--- src/rtl/vertical_vga.sv ---
// vertical_vga: vertical VGA timing FSM producing VSYNC, scaled VRAM row address, v_active and frame_done.
module vertical_vga #(
  parameter int V_FP   = 10,
  parameter int V_SYNC = 2,
  parameter int V_BP   = 33,
  parameter int V_DISP = 480,
  parameter int SCALE  = 5,
  parameter int ROWS   = 96
) (
  input  logic       clk,
  input  logic       reset,
  input  logic       line_done,
  output logic       VSYNC,
  output logic [6:0] VPIXEL,
  output logic       v_active,
  output logic       frame_done
);
  typedef enum logic [1:0] {FRONT_PORCH, SYNC, BACK_PORCH, DISPLAY} state_t;
  state_t     state, state_nx;
  logic [9:0] cnt, cnt_nx, len;
  logic [2:0] sub, sub_nx;
  logic [6:0] vpix_nx;
  logic       last, wrap, disp_run, fd_nx;
  always_comb begin
    len = state == FRONT_PORCH ? 10'(V_FP) :
          state == SYNC        ? 10'(V_SYNC) :
          state == BACK_PORCH  ? 10'(V_BP) : 10'(V_DISP);
    last = cnt == len - 10'd1;
    wrap = sub == 3'(SCALE - 1);
    disp_run = state == DISPLAY && !last;
    state_nx = state;
    cnt_nx = cnt;
    sub_nx = sub;
    vpix_nx = VPIXEL;
    fd_nx = 1'b0;
    if (line_done) begin
      state_nx = !last ? state :
                 state == FRONT_PORCH ? SYNC :
                 state == SYNC ? BACK_PORCH :
                 state == BACK_PORCH ? DISPLAY : FRONT_PORCH;
      cnt_nx = last ? 10'd0 : cnt + 10'd1;
      // Row/sub counters only run inside the visible region and snap to 0 on frame wrap
      sub_nx = !disp_run ? 3'd0 : wrap ? 3'd0 : sub + 3'd1;
      vpix_nx = !disp_run ? 7'd0 :
                !wrap ? VPIXEL :
                VPIXEL == 7'(ROWS - 1) ? 7'd0 : VPIXEL + 7'd1;
      fd_nx = state == DISPLAY && last;
    end
  end
  always_ff @(posedge clk or negedge reset)
    if (!reset) begin
      state <= FRONT_PORCH;
      cnt <= '0;
      sub <= '0;
      VPIXEL <= '0;
      VSYNC <= 1'b1;
      v_active <= 1'b0;
      frame_done <= 1'b0;
    end else begin
      state <= state_nx;
      cnt <= cnt_nx;
      sub <= sub_nx;
      VPIXEL <= vpix_nx;
      VSYNC <= state_nx != SYNC;
      v_active <= state_nx == DISPLAY;
      frame_done <= fd_nx;
    end
endmodule
--- config.mk ---
export PLATFORM = sky130hd
export DESIGN_NAME = vertical_vga
export DESIGN_NICKNAME = d
export VERILOG_FILES = /design/src/rtl/vertical_vga.sv
export SDC_FILE = /design/constraint.sdc
export NUM_CORES = 1
export LEC_CHECK = 0
export CAP_MARGIN = 15
export CORE_MARGIN = 1
export CORE_UTILIZATION = 45
export CTS_BUF_LIST = sky130_fd_sc_hd__clkbuf_8
export DETAILED_ROUTE_END_ITERATION = 16
export PLACE_DENSITY = 0.67
export SLEW_MARGIN = 20
export SYNTH_ARGS = -nofsm -noshare
export SYNTH_HDL_FRONTEND = slang
export SYNTH_SLANG_ARGS = --single-unit
--- constraint.sdc ---
create_clock -name clk -period 2.98 [get_ports clk]
set_input_delay 0.596 -clock clk [delete_from_list [all_inputs] [get_ports clk]]
set_output_delay 0.596 -clock clk [all_outputs]
set_load 0.02 [all_outputs]
### Placed cells, one color a class, run 1

(4 px per µm)
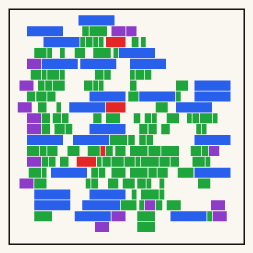
green -> combinational and other logic  # cells 118, share of their area 49%
red -> clock drivers and dummy loads  # cells 4, share of their area 2.8%
purple -> other buffers and delay cells  # cells 15, share of their area 8.9%
blue -> flops  # cells 25, share of their area 39%
post-layout util: 54.5%
Final Cell Area: 0.00165 mm²
flop share of the area: 38.0%
core area: 0.00303 mm²

### Signal wires on met3, run 1

(6 px per µm) Cells faint in the background.
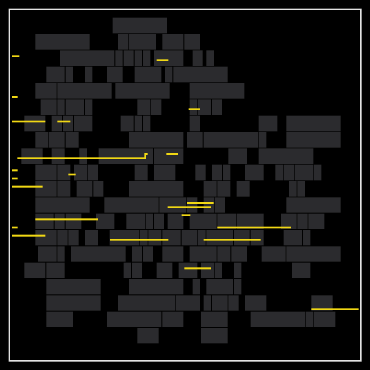
share of all routed wire = 3.6%
wire length on this layer = 113 µm
longest straight run = 21.2 µm
main direction = horizontal
nets with wire on the layer = 19

### Clock network drawn from the DEF, run 1

(8 px per µm)
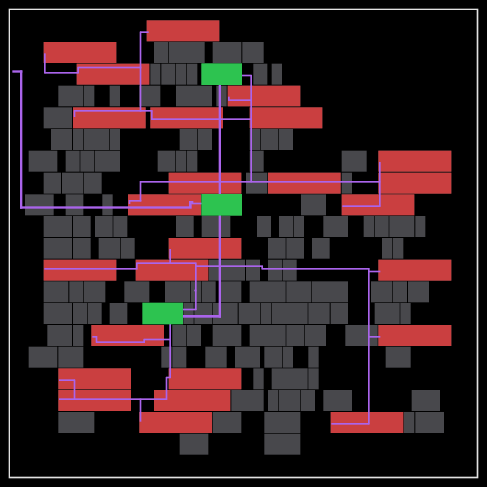
green -> clock drivers  # count 3
red -> flip-flops  # count 25
purple -> clock wires  # length 319 µm
routed clock nets = 4
flops lie = all over the die
latest clock arrival within the worst-skew pair: 0.27 ns
clock share of power: 17.3%
Clk. pwr: 0.199 mW
Setup Skew: 0.00232 ns

### Nets reached from selected ports, run 1

(8 px per µm)
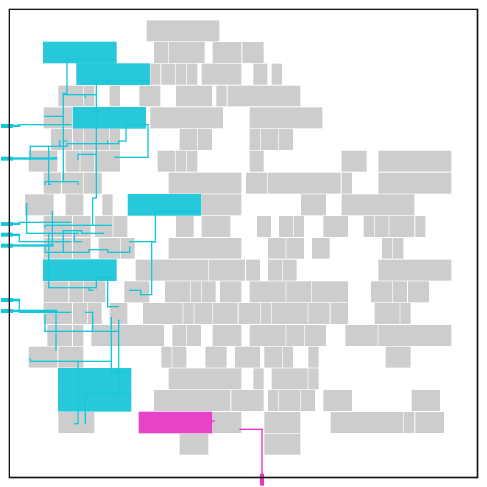
cyan -> VPIXEL  # direction output, edge left, end cells 7, wire 299 µm
magenta -> frame_done  # direction output, edge bottom, end cells 1, wire 9.20 µm
IO Count: 13
Port-buffer cells: 12

==> flow_summary.ini, run 1 <==
; generated from flow reports
[critical_path]
start_kind = register
reg2reg_slack_ns = 0.52

[sta]
setup_viol = 0
fin_crit_ns = 2.46

[clocking]
clkTransAtPathRegs_ns = 0.09
cts_tree = yes
htreeDepth = 1
cts_root_buf = clkbuf_8

[floorplanning]
die_y_um = 58.4
die_area_mm2 = 0.00340

[route]
wirelength_mm = 3.13
first_pass_iters = 4

[place]
place_area_mm2 = 0.00160

[global_route]
track_usage_pct = 20.9

[run]
drv_cap = 0

[pwr]
ir_drop_uv = 377
p_per_area_mw_per_mm2 = 699

[status]
status = finished clean

[synth]
synthAoiAreaFrac_pct = 16.2
yosysChipArea_mm2 = 0.00143

[hold_path]
whs_endpoint = sub[0]
worstHoldPathCells = 1
==> run 1: sequential cells by signal (all words and copies together), names as in the netlist <==
signal      flops
state           2
VSYNC           1
sub             3
VPIXEL          7
cnt            10
frame_done      1
v_active        1
==> run 1: area by class of cell <==
class                   instances  area share (%)
flip-flops and latches         25            38.0
clock buffers                   3            2.50
repair buffers                 15            8.65
inverters                       9            2.05
clock inverters                 1           0.228
well taps                      44            3.34
multi-input cells             109            45.2
==> run 1: power breakdown <==
part	leakage (nW)	internal (mW)	switching [mW]
registers	0.327	0.417	0.0933
logic	0.354	0.187	0.256
clock network	0.0269	0.0923	0.107
==> run 1: metal layers <==
| layer | track usage, % | share of wire [%] |
|---|---|---|
| met1 | 24.6 | 43 |
| met2 | 37.4 | 51 |
| met4 | 9.52 | 2.0 |
| met5 | 0 | 0 |
| met3 | 3.30 | 3.6 |
==> run 1: critical path, cell delays in order (launching register included) <==
cell,delay (ns)
dfrtp_1,0.47
ha_1,0.23
or4_1,0.56
a211oi_2,0.41
nand2_2,0.12
or4_1,0.48
o31a_1,0.12
==> run 1: layout by cell type (no fill, tap or decap), types with 2 or more instances in the layout <==
cell / synthesis / routed
dfrtp_1: 24 / 24
clkdlybuf4s50_1: 0 / 12
nand2_1: 11 / 11
inv_1: 9 / 10
nor2_1: 10 / 10
o21ai_0: 9 / 9
ha_1: 9 / 9
nand3_1: 8 / 8
nand4_1: 6 / 6
xnor2_1: 4 / 4
xor2_1: 4 / 4
a21oi_1: 4 / 4
nor4_1: 3 / 3
mux2i_1: 3 / 3
nor3_1: 3 / 3
and3_1: 3 / 3
o31ai_1: 3 / 3
nor3b_1: 3 / 3
clkbuf_8: 0 / 3
buf_4: 0 / 3
or4_1: 2 / 2
a211oi_2: 2 / 2
o2bb2ai_1: 2 / 2
a22o_1: 2 / 2
### The clock network, run 1

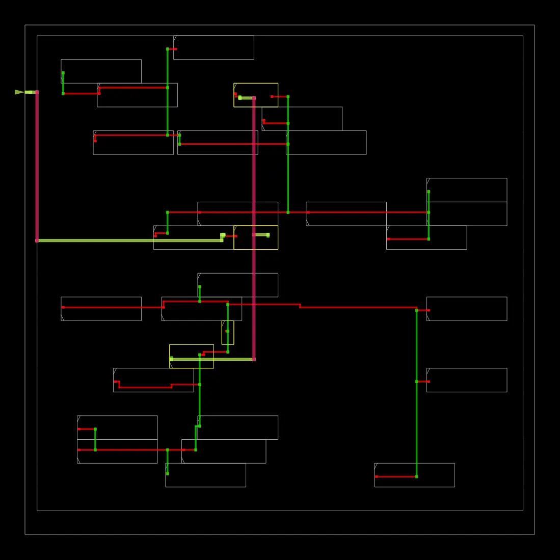

--- run 2 (diff from run 1) ---
Clock period 2.98 ns to 2.3 ns, I/O delays scaled along.
### The clock network, run 2

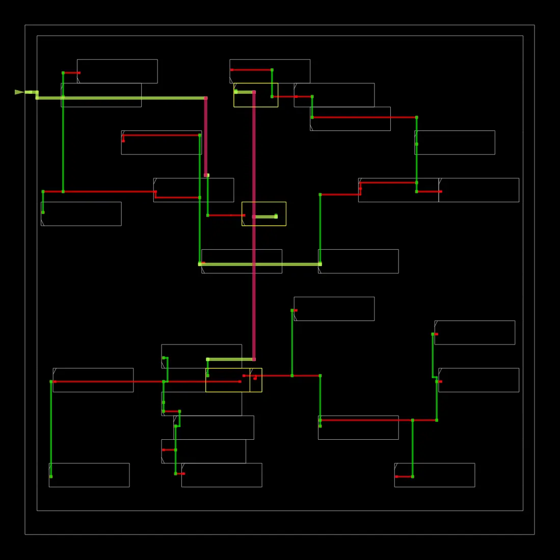
Sink Count: 25
Setup Skew: 0.00551 ns
clock buffer count from CTS: 3

==> run 2 against run 1 <==
Against the previous run: register-to-register slack got worse by 0.45 ns; highest routed layer unchanged; clock skew increased by 0.0032 ns; clock power increased by about 30%.
==> flow_summary.ini, run 2 <==
; generated from flow reports
[clocking]
insertion_delay_ns = 0.27
cts_tree = yes
clkTransAtPathRegs_ns = 0.09
cts_root_buf = clkbuf_8

[floorplanning]
die_y_um = 58.4
core_area_mm2 = 0.00303
die_area_mm2 = 0.00340

[sta]
setup_viol = 0

[finish]
largest_reg_flops = 10
top_register = cnt
lay_top_count = dfrtp_1
reg_top3 = cnt: 10 flops, VPIXEL: 7 flops, sub: 3 flops

[pwr]
p_clk_share_pct = 15.9
powerSeq_mw = 0.639
powerClk_mw = 0.259
comb_power_mw = 0.726
power_frac_seq_pct = 39.4
intPower_mw = 0.987
power_leader = combinational cells
power_frac_comb_pct = 44.7
p_sw_share_pct = 39.2
p_per_area_mw_per_mm2 = 934

[status]
status = finished clean

[route]
first_pass_iters = 4
wirelength_mm = 3.21

[critical_path]
crit_buf_inv = 0
start_kind = register

[run]
drv_cap = 0

[place]
io_buffers = 12

[synth]
yosysChipArea_mm2 = 0.00143
### Nets reached from selected ports, run 2

(8 px per µm)
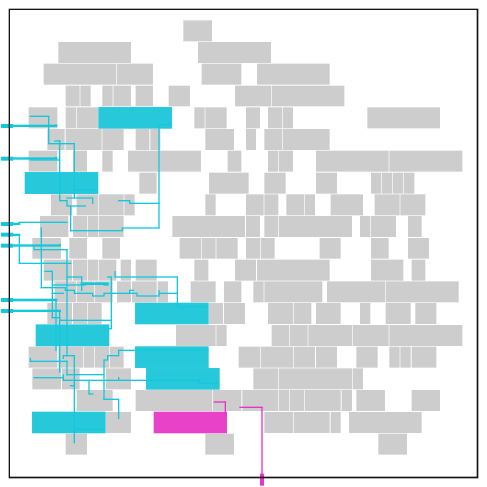
magenta -> frame_done  # direction output, edge bottom, end cells 1, wire 14.2 µm
cyan -> VPIXEL  # direction output, edge left, end cells 7, wire 305 µm

## run 2: cell count changes in the layout (fill, tap and decap cells not counted)
cell,change
or4_4,+1
xnor2_2,+1
buf_4,+8
a211oi_4,+2
or4_1,-1
a211oi_2,-2
ha_1,-1
xnor2_1,-1
ha_2,+1
## run 2: worst paths after layout
kind | from | endpoint | slack, ns | cells past startpoint
max | state[1] | VSYNC | 0.07 | 6
min | sub[0] | sub[0] | 0.52 | 1
max reg2reg | state[1] | VSYNC | 0.07 | 6
min reg2reg | sub[0] | sub[0] | 0.52 | 1
max in group asynchronous | reset | cnt[5] | 1.18 | 2
min in group asynchronous | reset | v_active | 0.53 | 1
## run 2: layout make-up
cell class	instances	share of cell area, %
Clock inverter	1	0.216
Clock buffer	3	2.38
Sequential cell	25	36.1
Multi-Input combinational cell	109	44.6
Inverter	9	1.94
Tap cell	44	3.17
Timing Repair Buffer	23	11.7
## run 2: timing repair
item / CTS / global route
gates cloned: 0 / 0
setup endpoints to repair: 1 / 3
gates resized: 0 / 5
pin swaps: 1 / 5
## run 2: cells by family after synthesis
group           after synthesis  synth area share (%)
fa+ha+maj                     9                  7.88
flops                        25                  43.9
simple gates                 55                  20.3
mux                           4                  2.89
buf+inv                      13                  3.94
compound gates               33                  16.2
xor+xnor                      8                  4.90
## run 2: metrics by stage
stage / utilization (%) / std cells / cell area, µm²
2_1_floorplan: - / 147 / 1430
3_3_place_gp: 55.0 / 210 / 1660
3_5_place_dp: 55.0 / 210 / 1660
4_1_cts: 56.4 / 214 / 1710
5_1_grt: 57.4 / 214 / 1740
6_report: 57.4 / 214 / 1740
## run 2: metal layers
metal	vias up	routed length (µm)	track usage, %
met5	-	0	0
met4	0	97	9.86
met3	11	133	2.86
met2	36	1670	35.6
met1	586	1300	23.9
li1	578	-	-
--- run 3 (diff from run 2) ---
Settings changed: SLEW_MARGIN 20 to not set.
### Clock network drawn from the DEF, run 3

(8 px per µm)
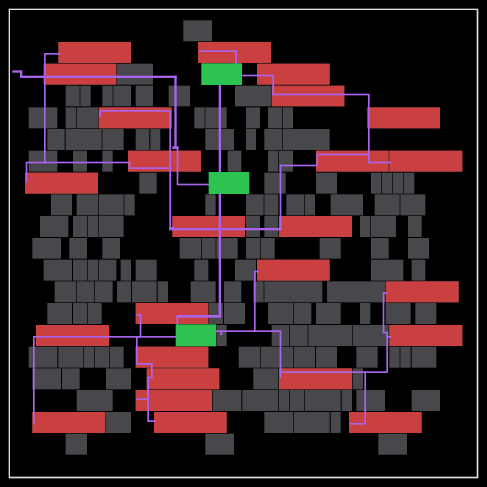
purple -> clock wires  # length 322 µm
red -> flip-flops  # count 25
green -> clock drivers  # count 3
routed clock nets = 4
flops lie = all over the die

### Nets reached from selected ports, run 3

(8 px per µm)
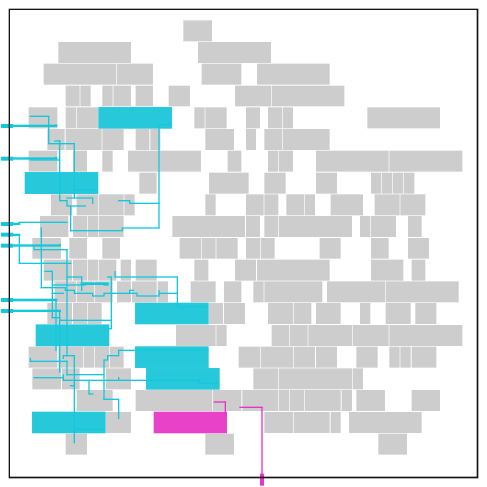
cyan -> VPIXEL  # direction output, edge left, end cells 7, wire 305 µm
magenta -> frame_done  # direction output, edge bottom, end cells 1, wire 14.2 µm

==> run 3 against run 2 <==
Against the previous run: via count is the same; clock power is essentially flat; global-route usage is the same; fmax is the same; final cell count is the same; largest cell class unchanged; highest routed layer unchanged; register-to-register slack is essentially flat; power is the same.
==> flow_summary.ini, run 3 <==
; generated from flow reports
[status]
status = finished clean

[place]
dp_cells = 210
io_buffers = 12

[floorplanning]
core_area_mm2 = 0.00303
io-pin-count = 13
die_area_mm2 = 0.00340

[route]
routed.top_layer = met4
wl_met2_mm = 1.67
first_pass_iters = 4
wirelength_mm = 3.21
dr_wl_met3_um = 133

[hold_path]
hold_start = sub[0]

[finish]
utilization_pct = 57.4
lay_top_count = dfrtp_1
reg_top3 = cnt: 10 flops, VPIXEL: 7 flops, sub: 3 flops
top_register = cnt
final_cells = 214
fin_area_mm2 = 0.00174
final_cell_mix = dfrtp_1, clkdlybuf4s50_1, nand2_1, buf_4

[critical_path]
reg2reg_slack_ns = 0.07
r2r_start = state[1]
ff2ff_path_depth = 6
cp-endpoint = VSYNC
start_kind = register
cp-startpoint = state[1]
r2r_end = VSYNC

[clocking]
cts_hold_buf = 0
clkTransAtPathRegs_ns = 0.09
clkSinkCount = 25
cts_root_buf = clkbuf_8
insertion_delay_ns = 0.27

[pwr]
power_frac_seq_pct = 39.4
p_clk_share_pct = 15.9
intPower_mw = 0.987
power_frac_comb_pct = 44.7
p_sw_share_pct = 39.2
p_per_area_mw_per_mm2 = 934
ir_drop_uv = 381

[sta]
fin_crit_ns = 2.23
==> run 3: cell counts in the layout (fill, tap and decap cells not counted) <==
No cell type changed its count.
==> run 3: kinds of logic after synthesis <==
| family | share of synthesized area [%] |
|---|---|
| AND-OR/OR-AND | 16.2 |
| XOR/XNOR | 4.90 |
| adder cells (fa/ha/maj) | 7.88 |
| buffers and inverters | 3.94 |
| flip-flops | 43.9 |
| multiplexers | 2.89 |
| AND/OR/NAND/NOR | 20.3 |
==> run 3: timing repair <==
action / CTS / global route
gates resized: 0 / 5
pin swaps: 1 / 5
setup endpoints to repair: 1 / 3
hold endpoints to repair: 0 / 0
==> run 3: worst max-delay path, cell delays in order, from the launching register on <==
cell	delay, ns
dfrtp_1	0.42
ha_2	0.21
or4_4	0.55
a211oi_4	0.32
nand2_2	0.08
or4_1	0.47
o31a_1	0.12
==> run 3: routing by layer <==
metal / track usage [%] / vias to the layer above
met5: 0 / -
met4: 9.86 / 0
met3: 2.86 / 11
met2: 35.6 / 36
met1: 23.9 / 586
li1: - / 578
==> run 3: power groups by stage <==
| stage | registers, mW | logic (mW) | clock network [mW] |
|---|---|---|---|
| after floorplan | 0.661 | 0.394 | 0 |
| after global placement | 0.638 | 0.626 | 0 |
| after detailed placement | 0.644 | 0.642 | 0 |
| after CTS | 0.634 | 0.645 | 0.269 |
| after global routing | 0.654 | 0.791 | 0.279 |
| final | 0.639 | 0.726 | 0.259 |
==> run 3: final cells by class <==
class	instances	area, µm²
sequential	25	627
inverter	9	33.8
timing repair buffer	23	203
clock buffer	3	41.3
tap	44	55.1
fill	260	1290
clock inverter	1	3.75
multi-input combinational	109	774
No activity file was given, so power comes from the tool's default toggle rates.
